### M3 wires, run 1

Scale: 3 px per um.
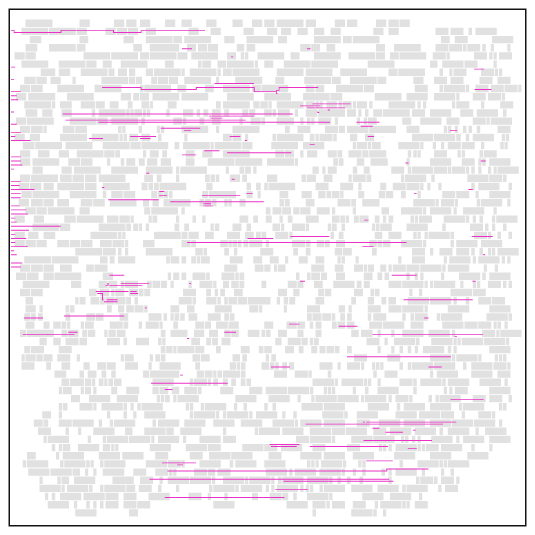
### Signal wires on met4, run 1

Scale: 2 px per um. Supply wires on this layer in gray.
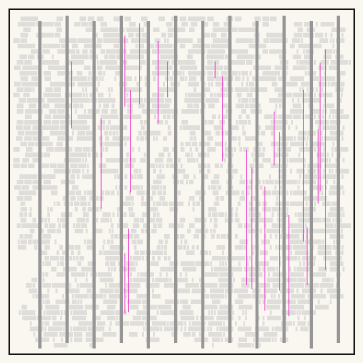
### Ports around the boundary, run 1

Scale: 2 px per um. Pins as bars across the die edge, other pins in gray.
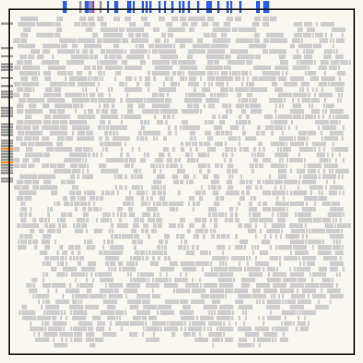
### Clock nets, run 1

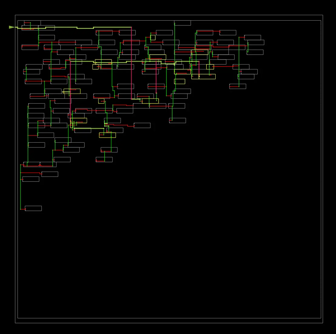
### config.mk
export PLATFORM = sky130hd
export DESIGN_NAME = deemph_mc_flat
export DESIGN_NICKNAME = d
export VERILOG_FILES = /design/src/rtl/deemph_mc_if.sv /design/src/rtl/deemph_mc.sv /design/src/flat_wrapper.sv
export SDC_FILE = /design/constraint.sdc
export NUM_CORES = 1
export LEC_CHECK = 0
export CELL_PAD_IN_SITES_DETAIL_PLACEMENT = 0
export CELL_PAD_IN_SITES_GLOBAL_PLACEMENT = 1
export CORE_UTILIZATION = 50
export CTS_BUF_LIST = sky130_fd_sc_hd__clkbuf_16
export DETAILED_ROUTE_END_ITERATION = 10
export GPL_TIMING_DRIVEN = 0
export PLACE_DENSITY_LB_ADDON = 0.1
export SLEW_MARGIN = 20
export SYNTH_ARGS = -nofsm -noshare
export SYNTH_HDL_FRONTEND = slang
export SYNTH_SLANG_ARGS = --single-unit
### constraint.sdc
create_clock -name clk -period 14.2 [get_ports clk]
set_clock_uncertainty 0.1 [all_clocks]
set_input_delay 2.13 -clock clk [delete_from_list [all_inputs] [get_ports clk]]
set_output_delay 2.13 -clock clk [all_outputs]
set_load 0.005 [all_outputs]
### src/rtl/deemph_mc_if.sv
// Frame handshake bundle for deemph_mc: input frame with valid/ready, mode and clear
// controls, and the filtered output frame with its one-cycle strobe.
interface deemph_mc_if #(
    parameter int WIDTH    = 16,
    parameter int CHANNELS = 2
);
    logic [CHANNELS*WIDTH-1:0] in_data;
    logic                      in_valid;
    logic                      in_ready;
    logic [1:0]                mode;
    logic                      clear;
    logic [CHANNELS*WIDTH-1:0] out_data;
    logic                      out_valid;

    modport master (
        output in_data, in_valid, mode, clear,
        input  in_ready, out_data, out_valid
    );

    modport slave (
        input  in_data, in_valid, mode, clear,
        output in_ready, out_data, out_valid
    );
endinterface

### src/rtl/deemph_mc.sv
// Multichannel FM de-emphasis (one-pole IIR, 50/75 us or bypass) on one shared multiplier.
// Latency CHANNELS+2 cycles per frame; in_ready low while busy; output has no backpressure.
module deemph_mc #(
    parameter int WIDTH    = 16,
    parameter int CHANNELS = 2,
    parameter int COEF_W   = 18,
    parameter int B50      = 60914,
    parameter int B75      = 44664
) (
    input  logic       clk,
    input  logic       reset,
    deemph_mc_if.slave bus
);
    localparam int CW = (CHANNELS > 1) ? $clog2(CHANNELS) : 1;
    localparam int PW = WIDTH + COEF_W + 2;
    localparam logic [CW-1:0]        LAST = CW'(CHANNELS - 1);
    localparam logic signed [PW-1:0] RND  = PW'(1) << (COEF_W - 2);
    localparam logic signed [PW-1:0] MAXV = (PW'(1) << (WIDTH - 1)) - PW'(1);
    localparam logic signed [PW-1:0] MINV = ~MAXV;

    typedef enum logic [1:0] {IDLE, CALC, OUT} state_t;

    state_t                    state;
    logic [CW-1:0]             cnt;
    logic [1:0]                mode_q;
    logic signed [WIDTH-1:0]   x_q [CHANNELS];
    logic signed [WIDTH-1:0]   y_q [CHANNELS];
    logic [CHANNELS*WIDTH-1:0] out_q;
    logic                      out_valid_q;

    logic signed [WIDTH-1:0]   x_cur;
    logic signed [WIDTH-1:0]   y_cur;
    logic signed [WIDTH-1:0]   y_new;
    logic [COEF_W-1:0]         b_sel;
    logic signed [WIDTH:0]     d;
    logic signed [PW-1:0]      prod;
    logic signed [PW-1:0]      p;
    logic signed [PW-1:0]      sum;

    // Shared datapath: operates on the channel selected by cnt.
    always_comb begin
        x_cur = x_q[cnt];
        y_cur = y_q[cnt];
        b_sel = (mode_q == 2'd1) ? COEF_W'(B75) : COEF_W'(B50);
        d     = $signed({x_cur[WIDTH-1], x_cur}) - $signed({y_cur[WIDTH-1], y_cur});
        prod  = PW'(d) * $signed(PW'({1'b0, b_sel}));
        p     = (prod + RND) >>> (COEF_W - 1);
        sum   = PW'(y_cur) + p;
        if (mode_q[1]) begin
            y_new = x_cur;
        end else if (sum > MAXV) begin
            y_new = MAXV[WIDTH-1:0];
        end else if (sum < MINV) begin
            y_new = MINV[WIDTH-1:0];
        end else begin
            y_new = sum[WIDTH-1:0];
        end
    end

    always_ff @(posedge clk or posedge reset) begin
        if (reset) begin
            state       <= IDLE;
            cnt         <= '0;
            mode_q      <= '0;
            out_q       <= '0;
            out_valid_q <= 1'b0;
            for (int i = 0; i < CHANNELS; i++) begin
                x_q[i] <= '0;
                y_q[i] <= '0;
            end
        end else begin
            out_valid_q <= 1'b0;
            case (state)
                IDLE: begin
                    // clear has priority over a coincident frame
                    if (bus.clear) begin
                        out_q <= '0;
                        for (int i = 0; i < CHANNELS; i++) begin
                            y_q[i] <= '0;
                        end
                    end else if (bus.in_valid) begin
                        for (int i = 0; i < CHANNELS; i++) begin
                            x_q[i] <= bus.in_data[i*WIDTH +: WIDTH];
                        end
                        mode_q <= bus.mode;
                        cnt    <= '0;
                        state  <= CALC;
                    end
                end
                CALC: begin
                    y_q[cnt] <= y_new;
                    if (cnt == LAST) begin
                        state <= OUT;
                    end else begin
                        cnt <= cnt + CW'(1);
                    end
                end
                OUT: begin
                    for (int i = 0; i < CHANNELS; i++) begin
                        out_q[i*WIDTH +: WIDTH] <= y_q[i];
                    end
                    out_valid_q <= 1'b1;
                    state       <= IDLE;
                end
                default: state <= IDLE;
            endcase
        end
    end

    assign bus.in_ready  = (state == IDLE) && !bus.clear && !reset;
    assign bus.out_data  = out_q;
    assign bus.out_valid = out_valid_q;

endmodule

### src/flat_wrapper.sv
// flat-port wrapper written by rule: the top's interface ports become plain ports
module deemph_mc_flat 
#(
    parameter int WIDTH    = 16,
    parameter int CHANNELS = 2,
    parameter int COEF_W   = 18,
    parameter int B50      = 60914,
    parameter int B75      = 44664
)
  (clk, reset, bus_in_data, bus_in_valid, bus_mode, bus_clear, bus_in_ready, bus_out_data, bus_out_valid);
  deemph_mc_if #(.WIDTH(WIDTH), .CHANNELS(CHANNELS)) bus_i ();
  input  logic clk;
  input  logic reset;
  input wire logic [$bits(bus_i.in_data)-1:0] bus_in_data;
  input wire logic [$bits(bus_i.in_valid)-1:0] bus_in_valid;
  input wire logic [$bits(bus_i.mode)-1:0] bus_mode;
  input wire logic [$bits(bus_i.clear)-1:0] bus_clear;
  output wire logic [$bits(bus_i.in_ready)-1:0] bus_in_ready;
  output wire logic [$bits(bus_i.out_data)-1:0] bus_out_data;
  output wire logic [$bits(bus_i.out_valid)-1:0] bus_out_valid;
  assign bus_i.in_data = bus_in_data;
  assign bus_i.in_valid = bus_in_valid;
  assign bus_i.mode = bus_mode;
  assign bus_i.clear = bus_clear;
  assign bus_in_ready = bus_i.in_ready;
  assign bus_out_data = bus_i.out_data;
  assign bus_out_valid = bus_i.out_valid;
  deemph_mc #(.WIDTH(WIDTH), .CHANNELS(CHANNELS), .COEF_W(COEF_W), .B50(B50), .B75(B75)) u_core (.clk(clk), .reset(reset), .bus(bus_i));
endmodule
==> results.toml, run 1 <==
# yosys + openroad results
[worst_hold_path]
min_from = "u_core.bus.out_data[31]"
worst_hold_path_type = "flip-flop to flip-flop"

[sta]
worstMarginPinSlew_ns = 1.15
min_period_ns = 13.54
whs_ns = 0.402
rsz0062_at_grt = "yes"
setup_viol = 0
hold_viol = 0

[grt]
antenna_found_initial = 0
grt_pass1_wl_um = 60300

[cts]
cts-root-buf = "clkbuf_16"

[yosys]
ys_seq_share_pct = 17.7
yosys_most_used_dff = "dfrtp_1"
synth_warnings = 0
netlist.area_leader.share_pct = 28.9
numSynthFlops = 102
area_leaders = "fa_1, dfrtp_1, ha_1"
synth.distinct_cells = 73
netlist_area_um2 = 14400
simple_gate_area_share_pct = 9.94
yosys-stat-cells = 1465
adder_share_pct = 42.9

[floorplanning]
num_rows = 61
core_um2 = 28100

[setup_path]
critPathKind = "flip-flop to flip-flop"

[place]
place_hpwl_um = 31400
portBuffers = 71
dp_slack_ns = -0.491

[routing]
first_iter_violations = 472
avgRoutedWirePerCell_um = 18.9
drc = 0
routed_via_density = 5.39
drt_pass1_iterations = 5

[status]
status = "complete, no violations"

[final_layout]
drive_gt1_share_pct = 7.44
flop_area_um2 = 2550

[power_and_ir_drop]
About 'M3 wires':
nets with wire on the layer: 110
wire length on this layer: 1500 um
share of all routed wire: 4.1%
main direction: horizontal

About 'Signal wires on met4':
nets with wire on the layer: 20
share of all routed wire: 2.8%
main direction: vertical

About 'Ports around the boundary':
| port | color | pins | direction | edge |
|---|---|---|---|---|
| bus_mode | orange | 2 | input | west |
| bus_in_ready | purple | 1 | output | north |
| bus_out_data | blue | 32 | output | north |
all pins by edge: 37 north, 35 west

About 'Clock nets':
CLK BUF: 9
# clock sinks: 102
CTS Buf Count: 9

[run 1: metal layers]
metal  up-vias  GRT usage (%)  part of all wire (%)
li1       4994              -                     -
met1      5253           35.9                    45
met2       215           46.0                    49
met3        48           4.00                   4.1
met4         0           8.11                   2.8
met5         -              0                     0
[run 1: area by class of cell]
| type | instances | share of cell area, % |
|---|---|---|
| Clock buffer | 9 | 1.39 |
| Sequential cell | 102 | 15.8 |
| Multi-Input combinational cell | 1028 | 66.3 |
| Clock inverter | 7 | 0.418 |
| Buffer | 36 | 0.969 |
| Tap cell | 378 | 2.93 |
| Inverter | 313 | 7.33 |
| Timing Repair Buffer | 78 | 4.85 |
[run 1: worst paths after layout]
path                       slack [ns]  cells after the start                      end
hold reg to reg                  0.40                      1  u_core.bus.out_data[31]
setup reg to reg                 0.66                     42           u_core.y_q[18]
setup / recovery                 0.66                     42           u_core.y_q[18]
min in group asynchronous        2.12                      2          u_core.state[0]
hold / removal                   0.40                      1  u_core.bus.out_data[31]
max in group asynchronous       11.27                      3           u_core.y_q[22]
[run 1: critical path, delay by kind of cell, from the launching register on]
kind            cells  cell delay (ns)
buf+inv             9             1.82
fa+ha+maj           9             4.29
simple gates        8             1.76
compound gates     12             3.88
flops               1             0.33
mux                 3             1.08
xor+xnor            1             0.16
[run 1: stage by stage]
step           utilization, %  TNS (ns)  instance area [um2]  instances
3_3_place_gp             55.7    -18.47                15600       1928
4_1_cts                  57.0         0                16000       1945
5_1_grt                  57.5   -0.0285                16100       1951
2_1_floorplan               -         0                14500       1479
6_report                 57.5         0                16100       1951
3_5_place_dp             55.9    -11.89                15700       1929
[run 1: logic make-up (layout without fill, tap and decap cells)]
| logic type | count (synthesis) | count (layout) |
|---|---|---|
| multiplexers | 69 | 69 |
| flip-flops | 102 | 102 |
| XOR/XNOR | 63 | 63 |
| adder cells (fa/ha/maj) | 369 | 369 |
| AND/OR/NAND/NOR | 290 | 290 |
| AND-OR/OR-AND | 221 | 221 |
| buffers and inverters | 349 | 443 |
| other | 2 | 16 |
[run 1: placed cells by master (no fill, tap or decap), types with 30 or more instances in the layout]
master	count
dfrtp_1	102
nor2_1	60
xnor2_1	41
clkdlybuf4s50_1	71
ha_1	161
inv_1	312
a21oi_1	45
mux2_2	38
a22o_1	35
nand3_1	30
nand2_1	89
fa_1	208
[run 1: cell usage after synthesis (all sizes together), types with 4 or more instances]
master  instances
o21a           11
a211oi         11
mux2i          30
nand3          30
o211a           4
inv           313
o21ai          34
o221ai         20
buf             9
dfrtp         102
xor2           19
ha            161
nand4          16
nor2b          10
nor3           19
nand4b          4
o211ai          5
o21bai          6
clkbuf         27
nand2b         15
or2             8
a211o           4
fa            208
xnor2          44
or3             5
a21o           19
a22o           35
a21oi          48
and2            9
nor2           61
nand2          93
mux2           39
nor4            6
[run 1: repair_timing]
| action | 4_1_cts | 5_1_grt |
|---|---|---|
| pin swaps | 0 | 1 |
| resized | 4 | 18 |
| setup buffers | 0 | 6 |
| setup endpoints to repair | 30 | 32 |
### Close-up of the layout, run 1

Window x 104 to 154, y 104 to 154 um. Cells in gray, sequential cells in the stronger gray; small squares are vias.
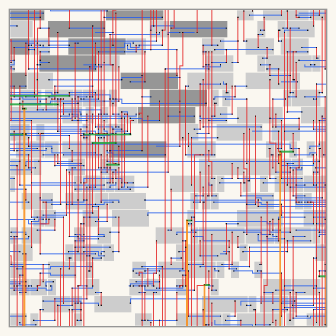

==> run 2, diff against run 1 <==
CORE_UTILIZATION = 45   (was 50)
clock period = 11.5 ns   (was 14.2 ns; I/O delays follow)
### Close-up of the layout, run 2

Window x 111 to 161, y 111 to 161 um. Cells in gray, sequential cells in the stronger gray; small squares are vias.
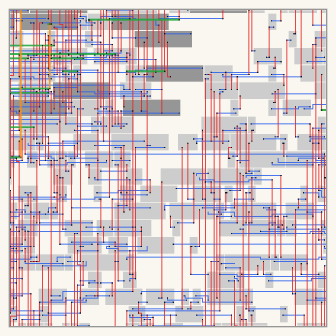
| layer | color |
|---|---|
| metal 3 | green |
| metal 4 | orange |
| metal 2 | red |
| metal 1 | blue |
most frequent: inv_1 (31), ha_1 (20), fa_1 (11)
cells with their middle in the window: 129
sequential cells in the window: 7
netlist names of flops here include: u_core.y_q (6), u_core.bus.out_data (1)

### Clock nets, run 2

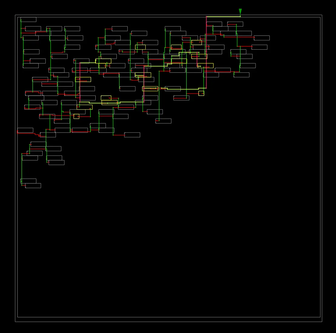
Worst-Skew Late Latency: 0.36 ns
FFs & Latches: 102

==> results.toml, run 2 <==
# yosys + openroad results
[final_layout]
final_cell_mix = "inv_1, fa_1, ha_1"

[worst_hold_path]
holdPathEnd = "u_core.x_q[15]"
hold_depth = 1

[setup_path]
regToRegEndpoint = "u_core.y_q[26]"
r2r_slack_ns = 0.19
reg2reg_depth = 43

[routing]
wl_met2_um = 19800
avgRoutedWirePerCell_um = 19.2
drc = 0
first_iter_violations = 526
routed_via_density = 5.37

[floorplanning]
core_um2 = 31600
num_rows = 65

[place]
place_hpwl_um = 31800
portBuffers = 71

[grt]
grt_pass1_wl_um = 63400

[yosys]
area_leaders = "fa_1, dfrtp_1, ha_1"
top_cell = "inv_1"
yosys_most_used_dff = "dfrtp_1"
netlist.area_leader.share_pct = 28.9

[sta]
rsz0062_at_grt = "yes"
finalSetupTns_ns = 0
whs_ns = 0.406
setup_viol = 0

[cts]
clock_sinks = 102
cts-root-buf = "clkbuf_16"

[status]
status = "complete, no violations"
### Ports around the boundary, run 2

Scale: 2 px per um. Pins as bars across the die edge, other pins in gray.
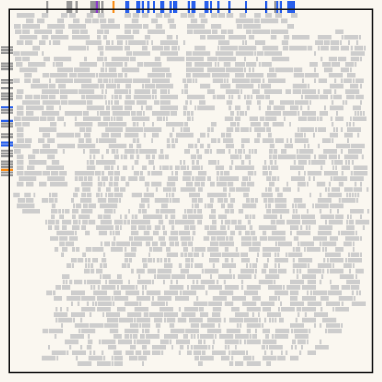
| port | color | pins | direction | edge |
|---|---|---|---|---|
| bus_mode | orange | 2 | input | 1 west, 1 north |
| bus_in_ready | purple | 1 | output | north |
| bus_out_data | blue | 32 | output | 28 north, 4 west |
all pins by edge: 41 north, 31 west

## run 2: metal layers
metal | up-vias | GRT usage [%]
li1 | 5143 | -
met2 | 216 | 43.6
met1 | 5565 | 33.4
met5 | - | 0
met3 | 57 | 2.90
met4 | 0 | 5.47
## run 2: logic make-up after synthesis
family / after synthesis / synth area share [%]
adders and majority gates: 369 / 42.9
buffers and inverters: 349 / 9.22
and+or+nand+nor: 290 / 9.94
AOI/OAI and AO/OA: 221 / 11.2
DFF: 102 / 17.7
muxes: 69 / 5.14
xor gates and xnor gates: 63 / 3.83
other: 2 / 0.0522
## run 2: how the worst max path moves through the flow
stage	cells after the start	from	to
after floorplan	42	u_core.cnt	u_core.y_q[18]
after global placement	44	u_core.cnt	u_core.y_q[20]
after detailed placement	45	u_core.cnt	u_core.y_q[20]
after CTS	41	u_core.cnt	u_core.y_q[0]
after global routing	42	u_core.cnt	u_core.y_q[17]
final	43	u_core.cnt	u_core.y_q[26]
## run 2: layout make-up
cell class | instances | area [um2] | share of cell area (%)
inverters | 313 | 1200 | 6.68
clock inverters | 7 | 93.8 | 0.524
clock buffers | 9 | 225 | 1.26
repair buffers | 151 | 1400 | 7.80
flip-flops and latches | 102 | 2550 | 14.3
multi-input cells | 1028 | 11700 | 65.3
plain buffers | 34 | 235 | 1.31
well taps | 402 | 503 | 2.81
## run 2: per-stage QoR
stage	cells	util, %	worst slack, ns
finish	2046	56.7	0.194
CTS	2003	53.4	0.00375
floorplan	1479	-	0.0318
detailed placement	1953	49.9	-2.60
global placement	1952	49.7	-2.60
global route	2046	56.7	-0.250
## run 2: timing repair
item	CTS	global route
setup endpoints to repair	32	32
pin swaps	31	85
setup buffers	36	42
resized	103	135
gates cloned	0	1
## run 2: critical path: cells and delay by family, from the launching register on
| family | cells | cell delay, ns |
|---|---|---|
| and+or+nand+nor | 11 | 2.63 |
| muxes | 1 | 0.21 |
| xor gates and xnor gates | 2 | 0.43 |
| DFF | 1 | 0.47 |
| adders and majority gates | 9 | 4.22 |
| AOI/OAI and AO/OA | 11 | 1.79 |
| buffers and inverters | 9 | 1.33 |
### M3 wires, run 2

Scale: 2 px per um.
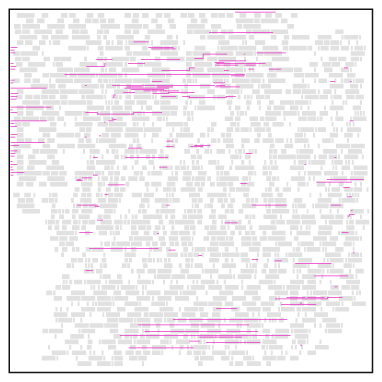

==> run 3, diff against run 2 <==
CAP_MARGIN = 20   (was unset)
### M3 wires, run 3

Scale: 2 px per um.
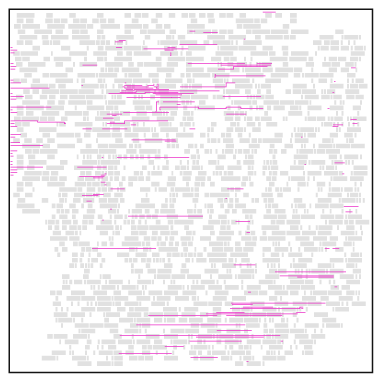
wire length on this layer: 1640 um
longest straight run: 80.0 um
share of all routed wire: 4.2%
wirelength, routed: 38700 um
met3 Usage GRT: 3.02%
via count: 10856

### Signal wires on met4, run 3

Scale: 2 px per um. Supply wires on this layer in gray.
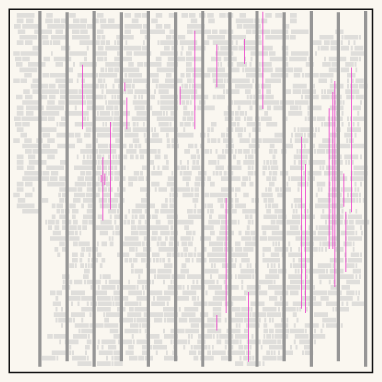
share of all routed wire: 2.3%
main direction: vertical
nets with wire on the layer: 19

==> results.toml, run 3 <==
# yosys + openroad results
[status]
status = "complete, no violations"

[place]
place_hpwl_um = 31900
portBuffers = 71

[routing]
wl_met2_um = 19300
first_iter_violations = 461
drc = 0
avgRoutedWirePerCell_um = 19.1

[sta]
setup_viol = 0
finalWorstSetupSlack_ns = 0.155
rsz0062_at_grt = "yes"

[setup_path]
crit_start = "u_core.cnt"
critPathTopFamily = "adder cells"
r2r_slack_ns = 0.15
reg2reg_depth = 45

[worst_hold_path]
holdPathEnd = "u_core.bus.out_data[24]"
hold_depth = 1

[cts]
clock_sinks = 102
insertion_delay_ns = 0.36
cts-root-buf = "clkbuf_16"

[yosys]
netlist.area_leader.share_pct = 28.9
top_cell = "inv_1"
yosys_most_used_dff = "dfrtp_1"

[final_layout]
final_cell_mix = "inv_1, fa_1, ha_1"

[grt]
grt_pass1_wl_um = 62700

[floorplanning]
core_um2 = 31600
num_rows = 65
### Clock nets, run 3

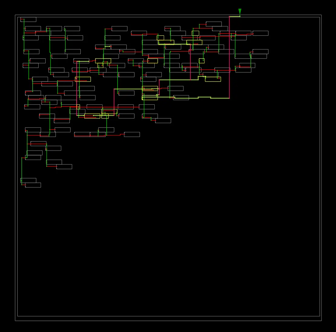

-- run 3: cell counts after synthesis --
Identical to the previous run, type by type.
-- run 3: cell type report --
type	count	area (um2)	share of cell area, %
multi-input combinational	1028	11800	66.0
timing repair buffer	134	1270	7.13
clock buffer	9	225	1.26
tap	402	503	2.82
buffer	34	250	1.40
clock inverter	7	72.6	0.407
sequential	102	2550	14.3
inverter	313	1190	6.69
-- run 3: routing by layer --
layer / GRT usage (%) / up-vias
met4: 5.78 / 0
li1: - / 5111
met1: 33.0 / 5464
met2: 42.9 / 230
met3: 3.02 / 51
met5: 0 / -
-- run 3: stage by stage --
step | setup TNS (ns) | hold WS (ns) | utilization [%] | cells
floorplan | 0 | 0.371 | - | 1479
global placement | -78.67 | 0.385 | 49.7 | 1952
detailed placement | -78.62 | 0.387 | 49.9 | 1954
CTS | 0 | 0.405 | 53.0 | 1998
global route | -7.07 | 0.422 | 56.5 | 2029
finish | 0 | 0.405 | 56.5 | 2029
-- run 3: cell families (layout without fill, tap and decap cells) --
kind of cell               after synthesis  in the layout  synth area share [%]
adders and majority gates              369            369                  42.9
buffers and inverters                  349            497                  9.22
and+or+nand+nor                        290            290                  9.94
AOI/OAI and AO/OA                      221            221                  11.2
DFF                                    102            102                  17.7
muxes                                   69             69                  5.14
xor gates and xnor gates                63             63                  3.83
other                                    2             16                0.0522
-- run 3: worst reg2reg max path: cells and delay by family (launching register included) --
family	cells	cell delay (ns)
fa+ha+maj	10	4.23
mux	1	0.33
compound gates	9	2.07
flops	1	0.46
simple gates	11	2.41
buf+inv	11	1.36
xor+xnor	3	0.29
-- run 3: worst max-delay path by stage --
stage | to | depth (start not counted)
final | u_core.y_q[21] | 45
after global routing | u_core.y_q[8] | 48
after CTS | u_core.y_q[0] | 46
after detailed placement | u_core.y_q[20] | 45
after global placement | u_core.y_q[20] | 44
after floorplan | u_core.y_q[18] | 42
-- run 3: repair_timing --
action,4_1_cts,5_1_grt
pin swaps,28,101
buffers inserted,30,30
endpoints found under the setup margin,32,32
resized,90,166
gates cloned,0,3
